===== config.mk =====
export PLATFORM = sky130hd
export DESIGN_NAME = register_loader
export DESIGN_NICKNAME = d
export VERILOG_FILES = /design/src/rtl/register_pkg.sv /design/src/rtl/idx_onehot_dec.sv /design/src/rtl/register_loader.sv
export SDC_FILE = /design/constraint.sdc
export NUM_CORES = 1
export LEC_CHECK = 0
export ABC_AREA = 1
export CORE_MARGIN = 1.5
export CORE_UTILIZATION = 44
export DETAILED_ROUTE_END_ITERATION = 10
export PLACE_DENSITY = 0.93
export SYNTH_ARGS = -nofsm -noshare
export SYNTH_HDL_FRONTEND = slang
export SYNTH_SLANG_ARGS = --single-unit
export TNS_END_PERCENT = 1

===== constraint.sdc =====
create_clock -name clk -period 6.2 [get_ports clk]
set_clock_uncertainty 0.1 [all_clocks]
set_input_delay 0.93 -clock clk [delete_from_list [all_inputs] [get_ports clk]]
set_output_delay 0.93 -clock clk [all_outputs]
set_load 0.005 [all_outputs]

===== src/rtl/register_pkg.sv =====
// Shared definitions for the register bank load controller: FSM encoding,
// default bus geometry and the width of the retry counter.
package register_pkg;

  localparam int DEF_DATA_W   = 8;
  localparam int DEF_NUM_REGS = 8;
  localparam int RETRY_W      = 2;

  typedef enum logic [2:0] {
    IDLE   = 3'd0,
    LOAD   = 3'd1,
    VERIFY = 3'd2,
    READ   = 3'd3,
    RESP   = 3'd4
  } state_t;

endpackage


===== src/rtl/idx_onehot_dec.sv =====
// Index to one-hot decoder with enable; indices at or beyond NUM_REGS
// decode to all zeros so no register is ever strobed for a bad index.
module idx_onehot_dec #(
  parameter int IDX_W    = 3,
  parameter int NUM_REGS = 8
) (
  input  logic                en,
  input  logic [IDX_W-1:0]    idx,
  output logic [NUM_REGS-1:0] onehot
);

  always_comb begin
    onehot = '0;
    for (int i = 0; i < NUM_REGS; i++) begin
      if (en && (32'(idx) == i)) begin
        onehot[i] = 1'b1;
      end
    end
  end

endmodule


===== src/rtl/register_loader.sv =====
// Command-driven write-verify / read controller for a bank of registers
// sharing one data_in bus, with bounded reload retries and a status response.
module register_loader
  import register_pkg::*;
#(
  parameter int DATA_W    = DEF_DATA_W,
  parameter int NUM_REGS  = DEF_NUM_REGS,
  parameter int IDX_W     = 3,
  parameter int MAX_RETRY = 2
) (
  input  logic                       clk,
  input  logic                       reset,
  input  logic                       cmd_valid,
  output logic                       cmd_ready,
  input  logic                       cmd_write,
  input  logic [IDX_W-1:0]           cmd_idx,
  input  logic [DATA_W-1:0]          cmd_data,
  output logic [DATA_W-1:0]          data_in,
  output logic [NUM_REGS-1:0]        load,
  input  logic [NUM_REGS*DATA_W-1:0] rd_bus,
  output logic                       rsp_valid,
  input  logic                       rsp_ready,
  output logic [DATA_W-1:0]          rsp_data,
  output logic                       rsp_err,
  output logic [RETRY_W-1:0]         rsp_retries
);

  localparam logic [IDX_W:0] NUM_REGS_L = (IDX_W + 1)'(NUM_REGS);

  state_t               state, state_d;
  logic [IDX_W-1:0]     idx_q, idx_d;
  logic [DATA_W-1:0]    wdata_q, wdata_d;
  logic [DATA_W-1:0]    din_d;
  logic [DATA_W-1:0]    rdata_d;
  logic                 err_d;
  logic [RETRY_W-1:0]   retries_d;
  logic [DATA_W-1:0]    observed;
  logic                 in_range;
  logic                 load_en;

  // Loop-based select keeps the slice legal even if idx_q holds a value
  // beyond the populated registers.
  function automatic logic [DATA_W-1:0] slice_at(
    input logic [NUM_REGS*DATA_W-1:0] bus,
    input logic [IDX_W-1:0]           idx
  );
    logic [DATA_W-1:0] v;
    v = '0;
    for (int i = 0; i < NUM_REGS; i++) begin
      if (32'(idx) == i) begin
        v = bus[i*DATA_W +: DATA_W];
      end
    end
    return v;
  endfunction

  assign observed  = slice_at(rd_bus, idx_q);
  assign in_range  = ({1'b0, cmd_idx} < NUM_REGS_L);
  assign cmd_ready = reset && (state == IDLE);
  assign rsp_valid = (state == RESP);
  assign load_en   = reset && (state == LOAD);

  idx_onehot_dec #(
    .IDX_W   (IDX_W),
    .NUM_REGS(NUM_REGS)
  ) u_dec (
    .en    (load_en),
    .idx   (idx_q),
    .onehot(load)
  );

  always_comb begin
    state_d   = state;
    idx_d     = idx_q;
    wdata_d   = wdata_q;
    din_d     = data_in;
    rdata_d   = rsp_data;
    err_d     = rsp_err;
    retries_d = rsp_retries;
    case (state)
      IDLE: begin
        if (cmd_valid) begin
          idx_d     = cmd_idx;
          wdata_d   = cmd_data;
          retries_d = '0;
          if (!in_range) begin
            rdata_d = '0;
            err_d   = 1'b1;
            state_d = RESP;
          end else if (cmd_write) begin
            din_d   = cmd_data;
            state_d = LOAD;
          end else begin
            state_d = READ;
          end
        end
      end
      LOAD: begin
        state_d = VERIFY;
      end
      VERIFY: begin
        if (observed == wdata_q) begin
          rdata_d = wdata_q;
          err_d   = 1'b0;
          state_d = RESP;
        end else if (32'(rsp_retries) < MAX_RETRY) begin
          retries_d = rsp_retries + RETRY_W'(1);
          state_d   = LOAD;
        end else begin
          rdata_d = observed;
          err_d   = 1'b1;
          state_d = RESP;
        end
      end
      READ: begin
        rdata_d = observed;
        err_d   = 1'b0;
        state_d = RESP;
      end
      RESP: begin
        if (rsp_ready) begin
          state_d = IDLE;
        end
      end
      default: begin
        state_d = IDLE;
      end
    endcase
  end

  // Control and response registers; reset drops any in-flight command.
  always_ff @(posedge clk) begin
    if (!reset) begin
      state       <= IDLE;
      data_in     <= '0;
      rsp_data    <= '0;
      rsp_err     <= 1'b0;
      rsp_retries <= '0;
    end else begin
      state       <= state_d;
      data_in     <= din_d;
      rsp_data    <= rdata_d;
      rsp_err     <= err_d;
      rsp_retries <= retries_d;
    end
  end

  // Captured command fields carry no meaning until a command is accepted.
  always_ff @(posedge clk) begin
    idx_q   <= idx_d;
    wdata_q <= wdata_d;
  end

endmodule


### Signal wires by layer, run 1

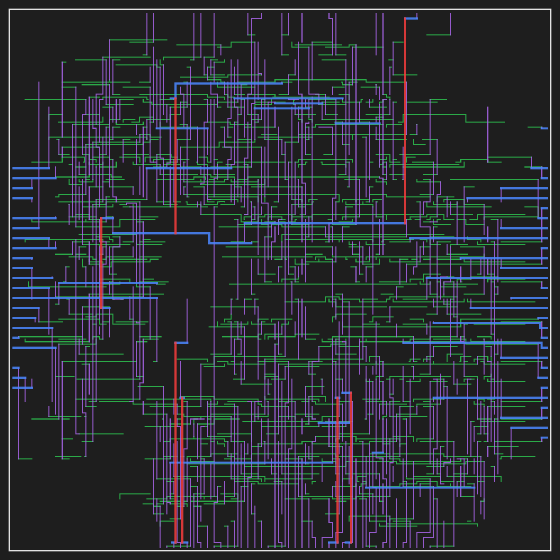
legend:
  met2:
    color: purple
    wire_length: 3210 µm
  met1:
    color: green
    wire_length: 2740 µm
  met3:
    color: blue
    wire_length: 444 µm
  met4:
    color: red
    wire_length: 146 µm

### Placement by cell class, run 1

The bar under the picture is 20 µm long. Fill, decap, tap and diode cells in gray.
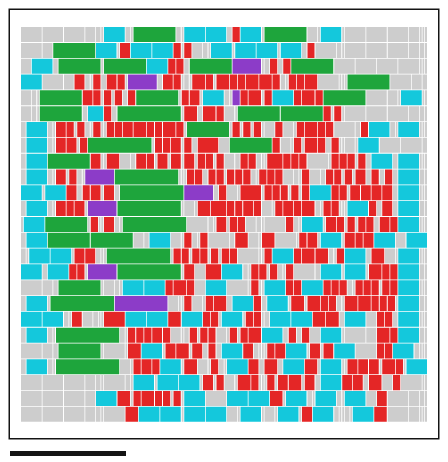
legend:
  flip-flops:
    color: green
    cells: 33
    share_of_their_area: 23%
  other buffers and delay cells:
    color: cyan
    cells: 109
    share_of_their_area: 33%
  all other logic:
    color: red
    cells: 301
    share_of_their_area: 41%
  clock drivers and dummy loads:
    color: purple
    cells: 8
    share_of_their_area: 3.4%

==> run notes, run 1 <==
impl run done, here's what came out: post-synthesis sequential element count=33, Place WS=2.34 ns, Clk pwr share=0.301, r2r setup slk=3.17 ns, Finished Core Util=0.717, Iteration-0 DRC Markers=111, min Tclk post-route=3.88 ns, die height=73.6 µm, largest net degree at the start of global routing=22, outcome=finished, final reports clean, count leader, synth=nand2_1, Crit path required time=5.17 ns, Wirelength per Cell=12.6 µm, Tot Pwr=0.000625 W, reg2reg start=idx_q[0], WL met3=443 µm, Final Cycle Share=0.626, clock buffers=8, fraction of area in non-clock buffers=0.319, Slew Viols, Final=0, placed cells=510, Worst Hold Class=reg2reg, yosys stat chip area=2190 µm², startpoint types=input port, Log Warnings=26, drt total wl=6540 µm, grt ovf=0, first-pass GRT wire length=10300 µm, Seq pwr share=0.406, # nets final=530, die width=73.6 µm, drt drc=0, Avg Inst Size Synth=6.34 µm², top cells by area=dfxtp_1 (20%), nand2_1 (19%), edfxtp_1 (15%), Worst path top cell family by delay=buffers and inverters, relative slew slack=0.468, most used cell, CP=clkdlybuf4s50_1, worst hold slack=0.369 ns, Gate Area=1150 µm², pwr/cell area=184 nW/µm², CP max-delay cell=clkdlybuf4s50_1, postcts setup bufs=0, net load switching power=0.000176 W, Max-area cell class=multi-input combinational cells, Internal Dissipation=0.000449 W, Synth warnings=0, routed via count=2585, Worst Hold Depth=2, VDD IR-drop max=162 µV, ant diodes=0, mapped cell area=2190 µm², fp_density=0.461, CTS Buffer Depth=2, Most used DFF post-synth=dfxtp_1, Clock transition at path regs=0.07 ns, CP max FO=12, dominant logic cell type in the layout=nand2_1, initial antenna violation count=0, Async SR Flop Fraction=0, PnR worst setup slack=2.32 ns, CP cell instances=clkdlybuf4s50_1 > nand3_1 > nor4_1 > clkdlybuf4s50_1, FF/Latch Area=771 µm², flip-flops with a built-in enable=11, Seq/Total Area, Yosys=0.352, delay of the slowest critical-path stage=0.71 ns, CTS Hold Bufs=0, GP Congestion=0.840, Clk. pwr=0.000188 W, syn nets=426, # Max-Cap Violations=0, CP Capture Type=output pin
### Routed metal per tile, run 1

15 x 15 tiles, from black (low) to pale yellow (high), scaled to the fullest tile. Values are wire area over tile area, all layers added.
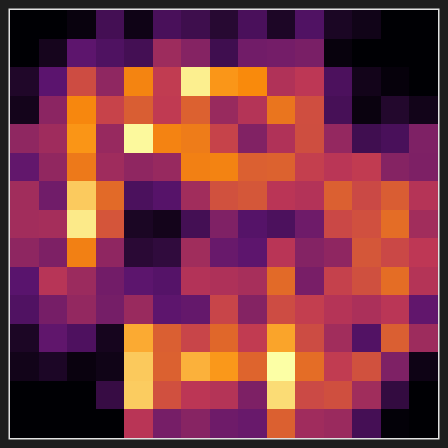
tiles over half the peak: 32%
fullest tile: 0.52
densest ninth of the die: bottom middle
emptiest ninth of the die: top right

### Placed standard cells, run 1

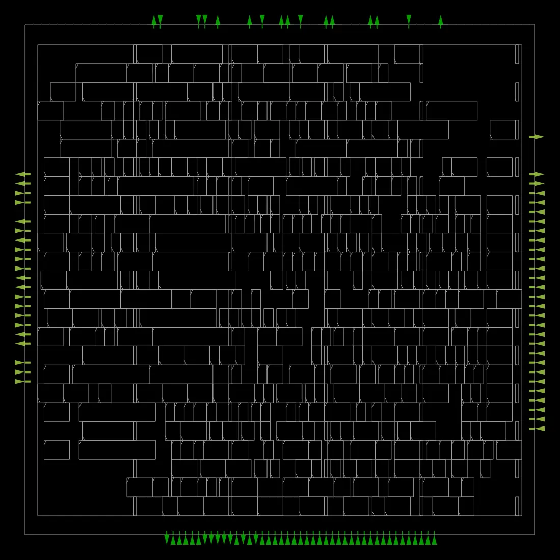
flop count: 33
fillers: 414
Post-Layout Cell Count: 518
flop share of the area: 0.226

==> run 1: worst max path at each step <==
stage / from / endpoint / slack (ns) / depth (start not counted)
global route: reset / load[7] / 2.18 / 4
finish: reset / load[7] / 2.32 / 4
detailed placement: reset / load[7] / 2.34 / 4
CTS: reset / load[7] / 2.34 / 4
floorplan: reset / cmd_ready / 3.80 / 3
global placement: reset / load[0] / 2.43 / 4
==> run 1: state kept, by name (all words and copies together), names as in the netlist <==
| register | cells |
|---|---|
| data_in | 8 |
| rsp_data | 8 |
| wdata_q | 8 |
| idx_q | 3 |
| state | 3 |
| rsp_retries | 2 |
| rsp_err | 1 |
==> run 1: cells by family after synthesis <==
| family | synth area share |
|---|---|
| flops | 0.352 |
| compound gates | 0.0388 |
| buf+inv | 0.122 |
| simple gates | 0.487 |
### M1 wires, run 1

Supply wires on this layer in gray.
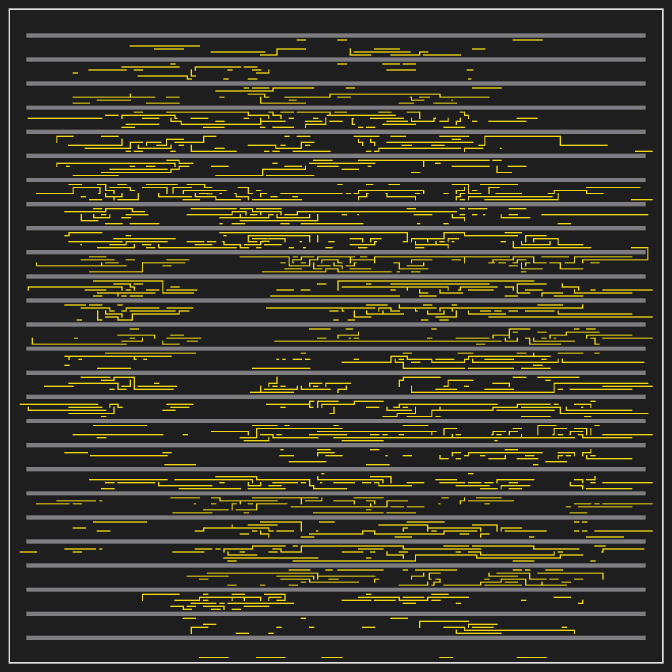

==> run 1 -> run 2 <==
--- a/config.mk
+++ b/config.mk
@@ -7,9 +7,9 @@
 export LEC_CHECK = 0
 export ABC_AREA = 1
 export CORE_MARGIN = 1.5
-export CORE_UTILIZATION = 44
+export CORE_UTILIZATION = 37
 export DETAILED_ROUTE_END_ITERATION = 10
-export PLACE_DENSITY = 0.93
+export PLACE_DENSITY = 0.84
 export SYNTH_ARGS = -nofsm -noshare
 export SYNTH_HDL_FRONTEND = slang
 export SYNTH_SLANG_ARGS = --single-unit
==> constraint.sdc (replaced) <==
create_clock -name clk -period 3.4 [get_ports clk]
set_clock_uncertainty 0.1 [all_clocks]
set_input_delay 0.51 -clock clk [delete_from_list [all_inputs] [get_ports clk]]
set_output_delay 0.51 -clock clk [all_outputs]
set_load 0.005 [all_outputs]
### M1 wires, run 2

Supply wires on this layer in gray.
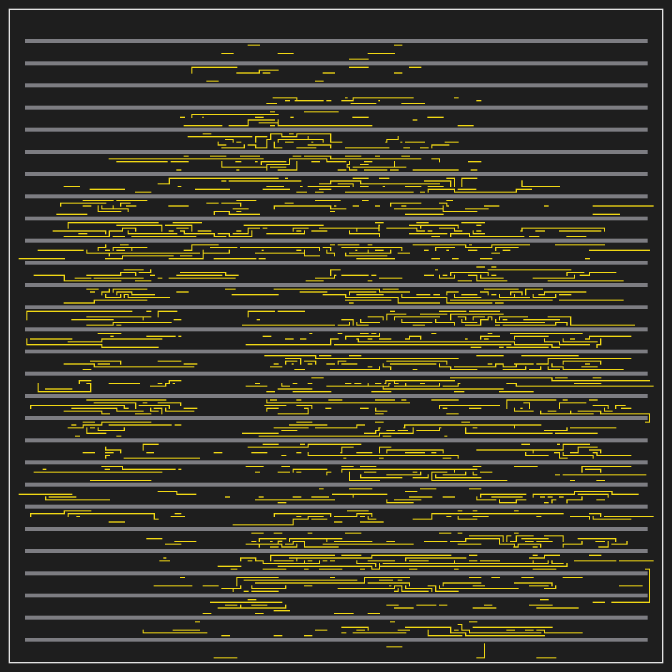
nets with wire on the layer: 455
share of all routed wire: 45%

### Signal wires by layer, run 2

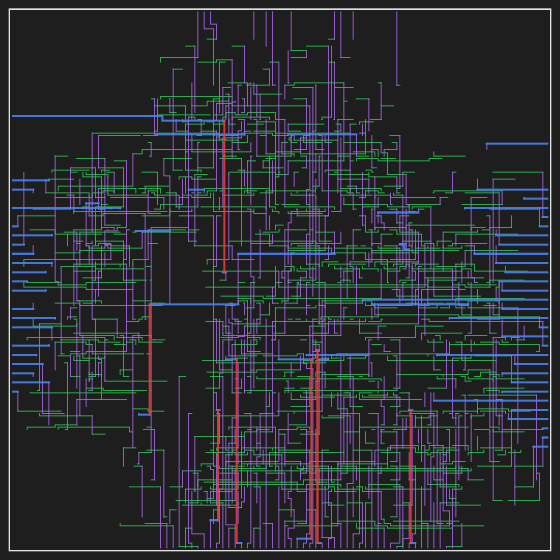
legend:
  met1:
    color: green
    wire_length: 2950 µm
  met4:
    color: red
    wire_length: 157 µm
  met2:
    color: purple
    wire_length: 3070 µm
  met3:
    color: blue
    wire_length: 446 µm

==> run 2 against run 1 <==
Against the previous run:
- global-route usage fell by 3.4 points
- synthesized cell count did not move
- combinational power rose by 84%
- synthesized area did not move
- sequential power rose by 82%
==> run notes, run 2 <==
impl run done, here's what came out: outcome=finished, final reports clean (unchanged), io pins=109 (unchanged), die area=6400 µm² (was 5410 µm²), Most used DFF post-synth=dfxtp_1 (unchanged), CTS Buffer Depth=2 (unchanged), cell depth of the worst setup path=15 (was 4), Iteration-0 DRC Markers=123 (was 111), Critical path origin=idx_q[0] (was reset), syn nets=426 (unchanged), dominant logic cell type in the layout=nand2_1 (unchanged), Area Growth Syn to Fin=55.5% (was 55.4%), # Taps=72 (was 67), CP max FO=14 (was 12), VDD IR-drop max=245 µV (was 162 µV), Seq/Total Area, Yosys=0.352 (unchanged), total CTS buffers=5 (unchanged), CP Class=reg2reg (was in2out), Log Warnings=26 (unchanged), Tot Pwr=0.00110 W (was 0.000625 W), Clk pwr share=0.274 (was 0.301), Fin. Hold Viols=0 (unchanged), Antenna Violating Nets Remaining=0 (unchanged), CP bufs+invs=1 (was 2), fraction of area in non-clock buffers=0.324 (was 0.319), logic share of the area=0.338 (was 0.339), post-synthesis sequential element count=33 (unchanged), Worst Hold Depth=2 (unchanged), Synth warnings=0 (unchanged), Wirelength per Cell=12.6 µm (about the same), CP max-delay cell=edfxtp_1 (was clkdlybuf4s50_1), GR Util met2=0.346 (was 0.426), Signal inverters=53 (unchanged), first-pass GRT wire length=10600 µm (was 10300 µm), Worst Hold Class=reg2reg (unchanged), grt peak-use layer=met2 (unchanged), CP cell instances=nor2_2 > nand2_1 > or2_1 > nand2_1 > nand3_1 > nand2_1 > nand2_1 > nand2_1 > nand2_1 > nor2_2 > nand3_2 > nand3_2 > nand2_1 > inv_1 > nor2_1 (was clkdlybuf4s50_1 > nand3_1 > nor4_1 > clkdlybuf4s50_1), relative slew slack=0.501 (was 0.468), ClkCell Share=0.0268 (was 0.0327), post-cts resize count=0 (unchanged), Final Cycle Share=0.898, routed via count=2587 (was 2585), fillers=533 (was 414), vias per std cell=4.93 (was 4.99), top layer reached by signal wires=met4 (unchanged), placed cells=517 (was 510), Avg Inst Size Synth=6.34 µm² (unchanged), Late-Pin Clk Latency=0.29 ns (was 0.28 ns), ys cells=346 (unchanged), mapped cell area=2190 µm² (unchanged), Combinational Gates=248 (unchanged), delay of the slowest critical-path stage=0.61 ns (was 0.71 ns), Comb. pwr=0.000338 W (was 0.000184 W), total negative slack=0 ns (unchanged), largest net degree at the start of global routing=22 (unchanged), Synth area leader=dfxtp_1 (unchanged), Max-area cell class=multi-input combinational cells (unchanged), layout cells sized above 1=0.0640 (was 0.0599), P_seq=0.000462 W (was 0.000254 W), Non-CTS buffers=111 (was 109), drt drc=0 (unchanged), GP Congestion=0.894 (was 0.840), CP Capture Type=register (was output pin), Arr. time, crit path=3.14 ns (was 2.85 ns), CTS Hold Bufs=0 (unchanged), Detail Placement HPWL=5190 µm (was 5200 µm), min Tclk post-route=3.05 ns, Finished Core Util=0.608 (was 0.717), flop count=33 (unchanged), fp_density=0.391 (was 0.461), vias in the first global route=2417 (was 2293), switching share of power=0.300 (was 0.282), Clk. pwr=0.000302 W (was 0.000188 W), grt ovf=0 (unchanged), clk root buf=clkbuf_8 (unchanged), most used cell, CP=nand2_1 (was clkdlybuf4s50_1), net load switching power=0.000331 W (was 0.000176 W), core area=5610 µm² (was 4750 µm²), ant diodes=0 (unchanged), Post-Layout Cell Count=525 (was 518), # Max-Cap Violations=0 (unchanged), Seq pwr share=0.419 (was 0.406), pwr/cell area=324 nW/µm² (was 184 nW/µm²), drt total wl=6630 µm (was 6540 µm), clock net sink count=33 (unchanged), r2r setup slk=0.35 ns (was 3.17 ns), yosys stat chip area=2190 µm² (unchanged), startpoint types=register (was input port), die width=80.0 µm (was 73.6 µm), PortBufs=108 (unchanged), initial antenna violation count=0 (unchanged), Post-synth top cells=nand2_1 (112), inv_1 (51), nand3_1 (41) (unchanged), Post-Layout Inst Area=3410 µm² (about the same), FF/Latch Area=771 µm² (unchanged), # nets final=532 (was 530), Clock transition at path regs=0.07 ns (about the same), postcts setup bufs=0 (unchanged), metal2 WL=3070 µm (was 3210 µm), flop share of the area=0.226 (about the same), # rows=27 (was 25), CTS tree=built (unchanged), Worst path top cell family by delay=simple AND/OR/NAND/NOR gates (was buffers and inverters), Regs by FF count=data_in x8, rsp_data x8, wdata_q x8 (unchanged), clock buffers=6 (was 8), Critical Path Sink=rsp_data[4] (was load[7]), Syn Inst Count=346 (unchanged), flip-flops with a built-in enable=11 (unchanged), f_max=328 MHz, Crit path required time=3.49 ns (was 5.17 ns), count leader, synth=nand2_1 (unchanged), Gate Area=1150 µm² (unchanged), Async SR Flop Fraction=0 (unchanged), die height=80.0 µm (was 73.6 µm), reg2reg start=idx_q[0] (unchanged), Slew Viols, Final=0 (unchanged), top cells by area=dfxtp_1 (20%), nand2_1 (19%), edfxtp_1 (15%) (unchanged), Internal Dissipation=0.000772 W (was 0.000449 W), WL met3=445 µm (was 443 µm), met1 GRT Util=0.265 (was 0.300), Unique masters post-synth=24 (unchanged)
[run 2: cell types whose count changed in the layout (fill, tap and decap cells not counted)]
| cell | delta |
|---|---|
| buf_4 | +2 |
| clkbuf_1 | -1 |
| clkbuf_16 | -1 |
| clkinv_1 | +1 |
| clkinv_2 | +1 |
[run 2: logic make-up after synthesis]
family                 after synthesis  share of synthesized area
flip-flops                          33                      0.352
AND/OR/NAND/NOR                    231                      0.487
buffers and inverters               65                      0.122
AND-OR/OR-AND                       17                     0.0388
[run 2: stage by stage]
step	hold slack [ns]	setup slack (ns)
final	0.372	0.348
after global routing	0.379	0.0539
after CTS	0.371	0.411
after detailed placement	0.354	0.413
after global placement	0.353	0.535
after floorplan	0.357	1.21
Power is estimated from default activity; no workload was simulated.
